--- src/rtl/button_pulse_gen_if.sv ---
// Button/toggle bus between board pins and the pulse generator.
// master drives raw inputs; slave (the generator) drives pulse, switch and held.
interface button_pulse_gen_if;
  logic       button_raw;
  logic [3:0] toggle_raw;
  logic       button_pulse;
  logic [3:0] toggle_switch;
  logic       held;

  modport master (
    output button_raw,
    output toggle_raw,
    input  button_pulse,
    input  toggle_switch,
    input  held
  );

  modport slave (
    input  button_raw,
    input  toggle_raw,
    output button_pulse,
    output toggle_switch,
    output held
  );
endinterface

--- src/rtl/button_pulse_gen.sv ---
// Debounced push-button strobe generator; latches toggle switches per strobe.
// Ports: clk, rst (async, high), bus (slave: raw in; pulse/switch/held out).
// Define BUTTON_AUTOREPEAT_EN to compile in auto-repeat while held.
module button_pulse_gen #(
  parameter int unsigned DEBOUNCE_CYCLES = 16,
  parameter int unsigned REPEAT_DELAY    = 1000,
  parameter int unsigned REPEAT_PERIOD   = 250
) (
  input  logic clk,
  input  logic rst,
  button_pulse_gen_if.slave bus
);

  if (DEBOUNCE_CYCLES < 2 || DEBOUNCE_CYCLES > 65535)
    $error("DEBOUNCE_CYCLES out of range");
  if (REPEAT_DELAY < 2 || REPEAT_DELAY > 65535)
    $error("REPEAT_DELAY out of range");
  if (REPEAT_PERIOD < 2 || REPEAT_PERIOD > 65535)
    $error("REPEAT_PERIOD out of range");

  typedef enum logic [1:0] {
    IDLE,
    PRESS_WAIT,
    HELD,
    REL_WAIT
  } state_t;

  localparam logic [15:0] DB_LAST = 16'(DEBOUNCE_CYCLES - 1);

  logic       r_btn_s1;
  logic       r_btn_s2;
  logic [3:0] r_tog_s1;
  logic [3:0] r_tog_s2;
  state_t     r_state;
  logic [15:0] r_cnt;
  logic       r_pulse;
  logic [3:0] r_toggle;
  logic       r_held;

`ifdef BUTTON_AUTOREPEAT_EN
  localparam logic [15:0] RD_LAST = 16'(REPEAT_DELAY - 1);
  localparam logic [15:0] RP_LAST = 16'(REPEAT_PERIOD - 1);
  // Set once the first repeat fired; later repeats use the period.
  logic        r_rep;
  logic [15:0] w_rep_last;
  assign w_rep_last = r_rep ? RP_LAST : RD_LAST;
`endif

  always_ff @(posedge clk or posedge rst) begin
    if (rst) begin
      r_btn_s1 <= 1'b0;
      r_btn_s2 <= 1'b0;
      r_tog_s1 <= 4'b0000;
      r_tog_s2 <= 4'b0000;
      r_state  <= IDLE;
      r_cnt    <= 16'd0;
      r_pulse  <= 1'b0;
      r_toggle <= 4'b0000;
      r_held   <= 1'b0;
`ifdef BUTTON_AUTOREPEAT_EN
      r_rep    <= 1'b0;
`endif
    end else begin
      r_btn_s1 <= bus.button_raw;
      r_btn_s2 <= r_btn_s1;
      r_tog_s1 <= bus.toggle_raw;
      r_tog_s2 <= r_tog_s1;
      r_pulse  <= 1'b0;
      unique case (r_state)
        IDLE: begin
          if (r_btn_s2) begin
            r_state <= PRESS_WAIT;
            r_cnt   <= 16'd0;
          end
        end
        PRESS_WAIT: begin
          if (!r_btn_s2) begin
            r_state <= IDLE;
          end else if (r_cnt == DB_LAST) begin
            r_state  <= HELD;
            r_cnt    <= 16'd0;
            r_pulse  <= 1'b1;
            r_toggle <= r_tog_s2;
            r_held   <= 1'b1;
`ifdef BUTTON_AUTOREPEAT_EN
            r_rep    <= 1'b0;
`endif
          end else begin
            r_cnt <= r_cnt + 16'd1;
          end
        end
        HELD: begin
          if (!r_btn_s2) begin
            r_state <= REL_WAIT;
            r_cnt   <= 16'd0;
          end else begin
`ifdef BUTTON_AUTOREPEAT_EN
            if (r_cnt == w_rep_last) begin
              r_pulse  <= 1'b1;
              r_toggle <= r_tog_s2;
              r_cnt    <= 16'd0;
              r_rep    <= 1'b1;
            end else begin
              r_cnt <= r_cnt + 16'd1;
            end
`endif
          end
        end
        REL_WAIT: begin
          // Bounce back to pressed: no new strobe, repeat timing restarts.
          if (r_btn_s2) begin
            r_state <= HELD;
            r_cnt   <= 16'd0;
`ifdef BUTTON_AUTOREPEAT_EN
            r_rep   <= 1'b0;
`endif
          end else if (r_cnt == DB_LAST) begin
            r_state <= IDLE;
            r_held  <= 1'b0;
          end else begin
            r_cnt <= r_cnt + 16'd1;
          end
        end
        default: r_state <= IDLE;
      endcase
    end
  end

  assign bus.button_pulse  = r_pulse;
  assign bus.toggle_switch = r_toggle;
  assign bus.held          = r_held;

endmodule

--- src/flat_wrapper.sv ---
// flat-port wrapper written by rule: the top's interface ports become plain ports
module button_pulse_gen_flat 
#(
  parameter int unsigned DEBOUNCE_CYCLES = 16,
  parameter int unsigned REPEAT_DELAY    = 1000,
  parameter int unsigned REPEAT_PERIOD   = 250
)
  (clk, rst, bus_button_raw, bus_toggle_raw, bus_button_pulse, bus_toggle_switch, bus_held);
  button_pulse_gen_if bus_i ();
  input  logic clk;
  input  logic rst;
  input wire logic [$bits(bus_i.button_raw)-1:0] bus_button_raw;
  input wire logic [$bits(bus_i.toggle_raw)-1:0] bus_toggle_raw;
  output wire logic [$bits(bus_i.button_pulse)-1:0] bus_button_pulse;
  output wire logic [$bits(bus_i.toggle_switch)-1:0] bus_toggle_switch;
  output wire logic [$bits(bus_i.held)-1:0] bus_held;
  assign bus_i.button_raw = bus_button_raw;
  assign bus_i.toggle_raw = bus_toggle_raw;
  assign bus_button_pulse = bus_i.button_pulse;
  assign bus_toggle_switch = bus_i.toggle_switch;
  assign bus_held = bus_i.held;
  button_pulse_gen #(.DEBOUNCE_CYCLES(DEBOUNCE_CYCLES), .REPEAT_DELAY(REPEAT_DELAY), .REPEAT_PERIOD(REPEAT_PERIOD)) u_core (.clk(clk), .rst(rst), .bus(bus_i));
endmodule
--- config.mk ---
export PLATFORM = sky130hd
export DESIGN_NAME = button_pulse_gen_flat
export DESIGN_NICKNAME = d
export VERILOG_FILES = /design/src/rtl/button_pulse_gen_if.sv /design/src/rtl/button_pulse_gen.sv /design/src/flat_wrapper.sv
export SDC_FILE = /design/constraint.sdc
export NUM_CORES = 1
export LEC_CHECK = 0
export CAP_MARGIN = 20
export CORE_MARGIN = 5
export CORE_UTILIZATION = 28
export CTS_BUF_LIST = sky130_fd_sc_hd__clkbuf_8
export DETAILED_ROUTE_END_ITERATION = 6
export GPL_TIMING_DRIVEN = 0
export HOLD_SLACK_MARGIN = 0.05
export PLACE_DENSITY = 0.52
export SETUP_SLACK_MARGIN = 0.15
export SYNTH_ARGS = -nofsm -noshare
export SYNTH_HDL_FRONTEND = slang
export SYNTH_SLANG_ARGS = --single-unit
--- constraint.sdc ---
create_clock -name clk -period 2.3 [get_ports clk]
set_input_delay 0.23 -clock clk [delete_from_list [all_inputs] [get_ports clk]]
set_output_delay 0.23 -clock clk [all_outputs]
set_load 0.01 [all_outputs]
==> results.cfg, run 1 <==
; implementation run metrics
[logic_synthesis]
summed_standard_cell_area_reported_by_yosys_um2 = 1650
synthesis.instances = 154

[cells_and_area]
clock_buffers = 5
antennaDiodeCount = 0
area_growth_from_synthesis_to_final_layout_pct = 23.5
top_area_cell_class = flip-flops and latches
seq-cell-share_pct = 41.9
clk_share_pct = 6.77

[worst_setup_path]
cp_data_arrival_time_ns = 2.17
crit_path_slowest_cell = dfrtp_1
crit_required_ns = 2.48
critPathMaxStageDelay_ns = 0.42

[final_timing]
post-route-min-period_ns = 1.99
max_freq_ghz = 0.502

[die]
core_um2 = 5820

[power_and_ir_drop]
largestPowerGroup = the clock network

[status]
run_status = finished clean

[global_route]
grt_overflow_total = 0
groute.layer.met3.usage_pct = 3.52

[clock_network]
ctsHtreeMaxLevel = 2

[worst_hold_path]
worstHoldPathCells = 0
run 1: Yosys cell counts, types with 2 or more instances:
library cell  number  share of area, %
nor3_1             7               2.1
or2_1              2              0.76
o21ai_0            4               1.2
buf_2              3              0.91
a21oi_1            7               2.1
clkbuf_1           2              0.46
nand2_1           11               2.5
xor2_1             4               2.1
a31o_2             2               1.1
xnor2_1            6               3.2
inv_1              3              0.68
buf_4              2              0.91
nor2_1            12               2.7
mux2_2             4               2.7
nor4_1             4               1.5
nand3_1            4               1.2
a31oi_1            4               1.5
a22o_1             4               2.1
nor3b_1            2              0.91
and3_1             3               1.1
dfrtp_1           34                52
nand4_1            7               2.7
nor2b_1            3               1.1
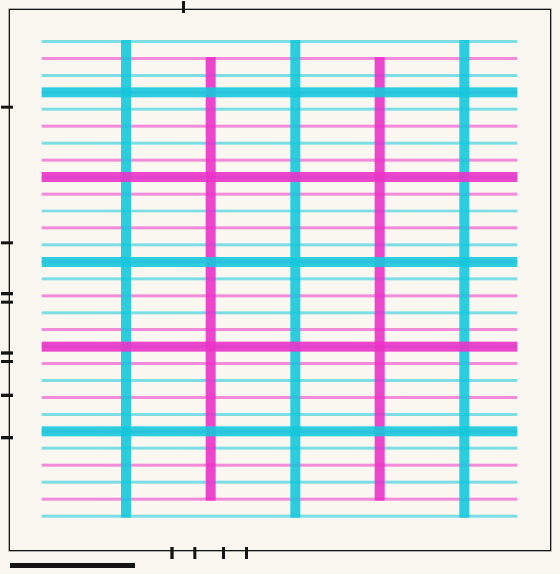
(run_1/pdn.png)
Scale bar: 20 um. Pins as bars on the die edge.
VSS -> cyan
VDD -> magenta
met5 straps = 5
signal pins = 13
met1 rails = 29
met4 straps = 5
rows = 28
Worst VDD drop: 0.364 mV
Die Width: 86.7 um

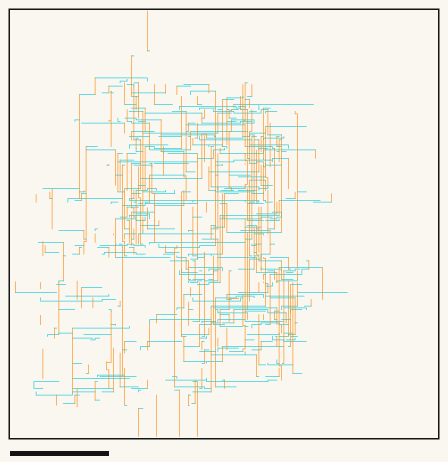
(run_1/metal_stack.png)
Scale bar: 20 um. Only two layers are drawn.
met2 -> orange  # wire length 1560 um
met1 -> cyan  # wire length 1530 um
wire per inst: 13.1 um
total detailed-routing wirelength: 3280 um
overall via count from detail_route: 1212

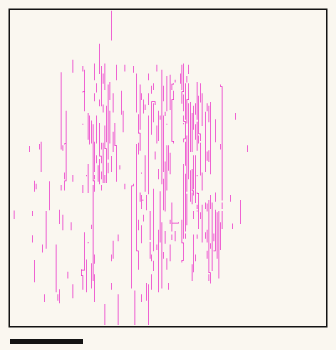
(run_1/met2.png)
Scale bar: 20 um.
nets with wire on the layer = 147
wire length on this layer = 1560 um
main direction = vertical
share of all routed wire = 48%

==> run 2: changes to the inputs <==
--- a/config.mk
+++ b/config.mk
@@ -6,12 +6,13 @@
 export NUM_CORES = 1
 export LEC_CHECK = 0
 export CAP_MARGIN = 20
+export CORE_ASPECT_RATIO = 0.6
 export CORE_MARGIN = 5
 export CORE_UTILIZATION = 28
 export CTS_BUF_LIST = sky130_fd_sc_hd__clkbuf_8
 export DETAILED_ROUTE_END_ITERATION = 6
 export GPL_TIMING_DRIVEN = 0
-export HOLD_SLACK_MARGIN = 0.05
+export HOLD_SLACK_MARGIN = 0.08
 export PLACE_DENSITY = 0.52
 export SETUP_SLACK_MARGIN = 0.15
 export SYNTH_ARGS = -nofsm -noshare
==> results.cfg, run 2 <==
; implementation run metrics
[status]
run_status = finished clean

[worst_setup_path]
crit_required_ns = 2.47
crit_path_slowest_cell = dfrtp_1
critPathMaxStageDelay_ns = 0.43

[cells_and_area]
antennaDiodeCount = 0
top_area_cell_class = flip-flops and latches
clk_share_pct = 5.58
area_growth_from_synthesis_to_final_layout_pct = 22.6
clock_buffers = 6
seq-cell-share_pct = 42.2

[global_route]
groute.layer.met3.usage_pct = 4.74
grt_overflow_total = 0

[logic_synthesis]
synth.area.top_cells = dfrtp_1 (52%), xnor2_1 (3.2%), mux2_2 (2.7%)
top_area_share_pct = 51.7
synth.top_cells.by_count = dfrtp_1 (34), nor2_1 (12), nand2_1 (11)
netlist.top_cell.by_area = dfrtp_1
summed_standard_cell_area_reported_by_yosys_um2 = 1650

[drt]
overall_via_count_from_detail_route = 1197

[power_and_ir_drop]
largestPowerGroup = registers
ir_worst_vdd_mv = 0.233

[die]
core_um2 = 5650

[clock_network]
ctsHtreeMaxLevel = 2

[final_timing]
max_freq_ghz = 0.504
post-route-min-period_ns = 1.98
## run 2: cell counts after synthesis
Identical to the previous run, type by type.
## run 2: worst max-delay path by stage
stage | end | startpoint | cells after the start | slack, ns
after floorplan | u_core.r_cnt[12] | u_core.r_cnt[0] | 6 | 0.52
after global placement | u_core.r_cnt[12] | u_core.r_cnt[13] | 5 | 0.24
after CTS | u_core.r_cnt[12] | u_core.r_cnt[0] | 6 | 0.25
after global routing | u_core.bus.toggle_switch[1] | u_core.r_cnt[0] | 5 | 0.17
final | u_core.bus.toggle_switch[0] | u_core.r_cnt[0] | 5 | 0.32
after detailed placement | u_core.r_cnt[12] | u_core.r_cnt[0] | 6 | 0.27
## run 2: repair_timing
item                                    in CTS  in global routing
gates resized                                0                  2
endpoints found under the setup margin       0                  3
setup buffers                                0                  0
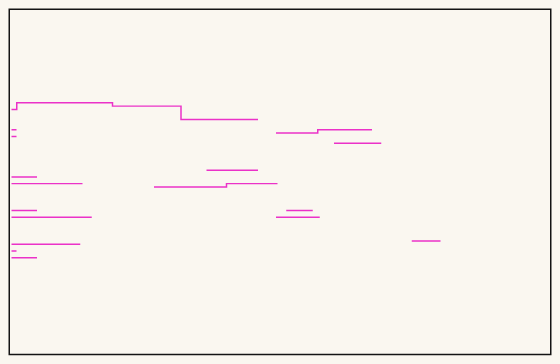
(run_2/met3.png)
wire length on this layer = 198 um
main direction = horizontal
nets with wire on the layer = 15

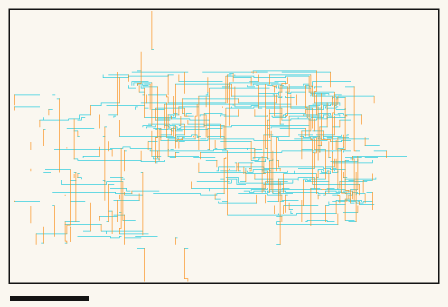
(run_2/metal_stack.png)
Scale bar: 20 um. Only two layers are drawn.
met1 -> cyan  # wire length 1800 um
met2 -> orange  # wire length 1210 um
wire per inst: 12.7 um
total detailed-routing wirelength: 3230 um

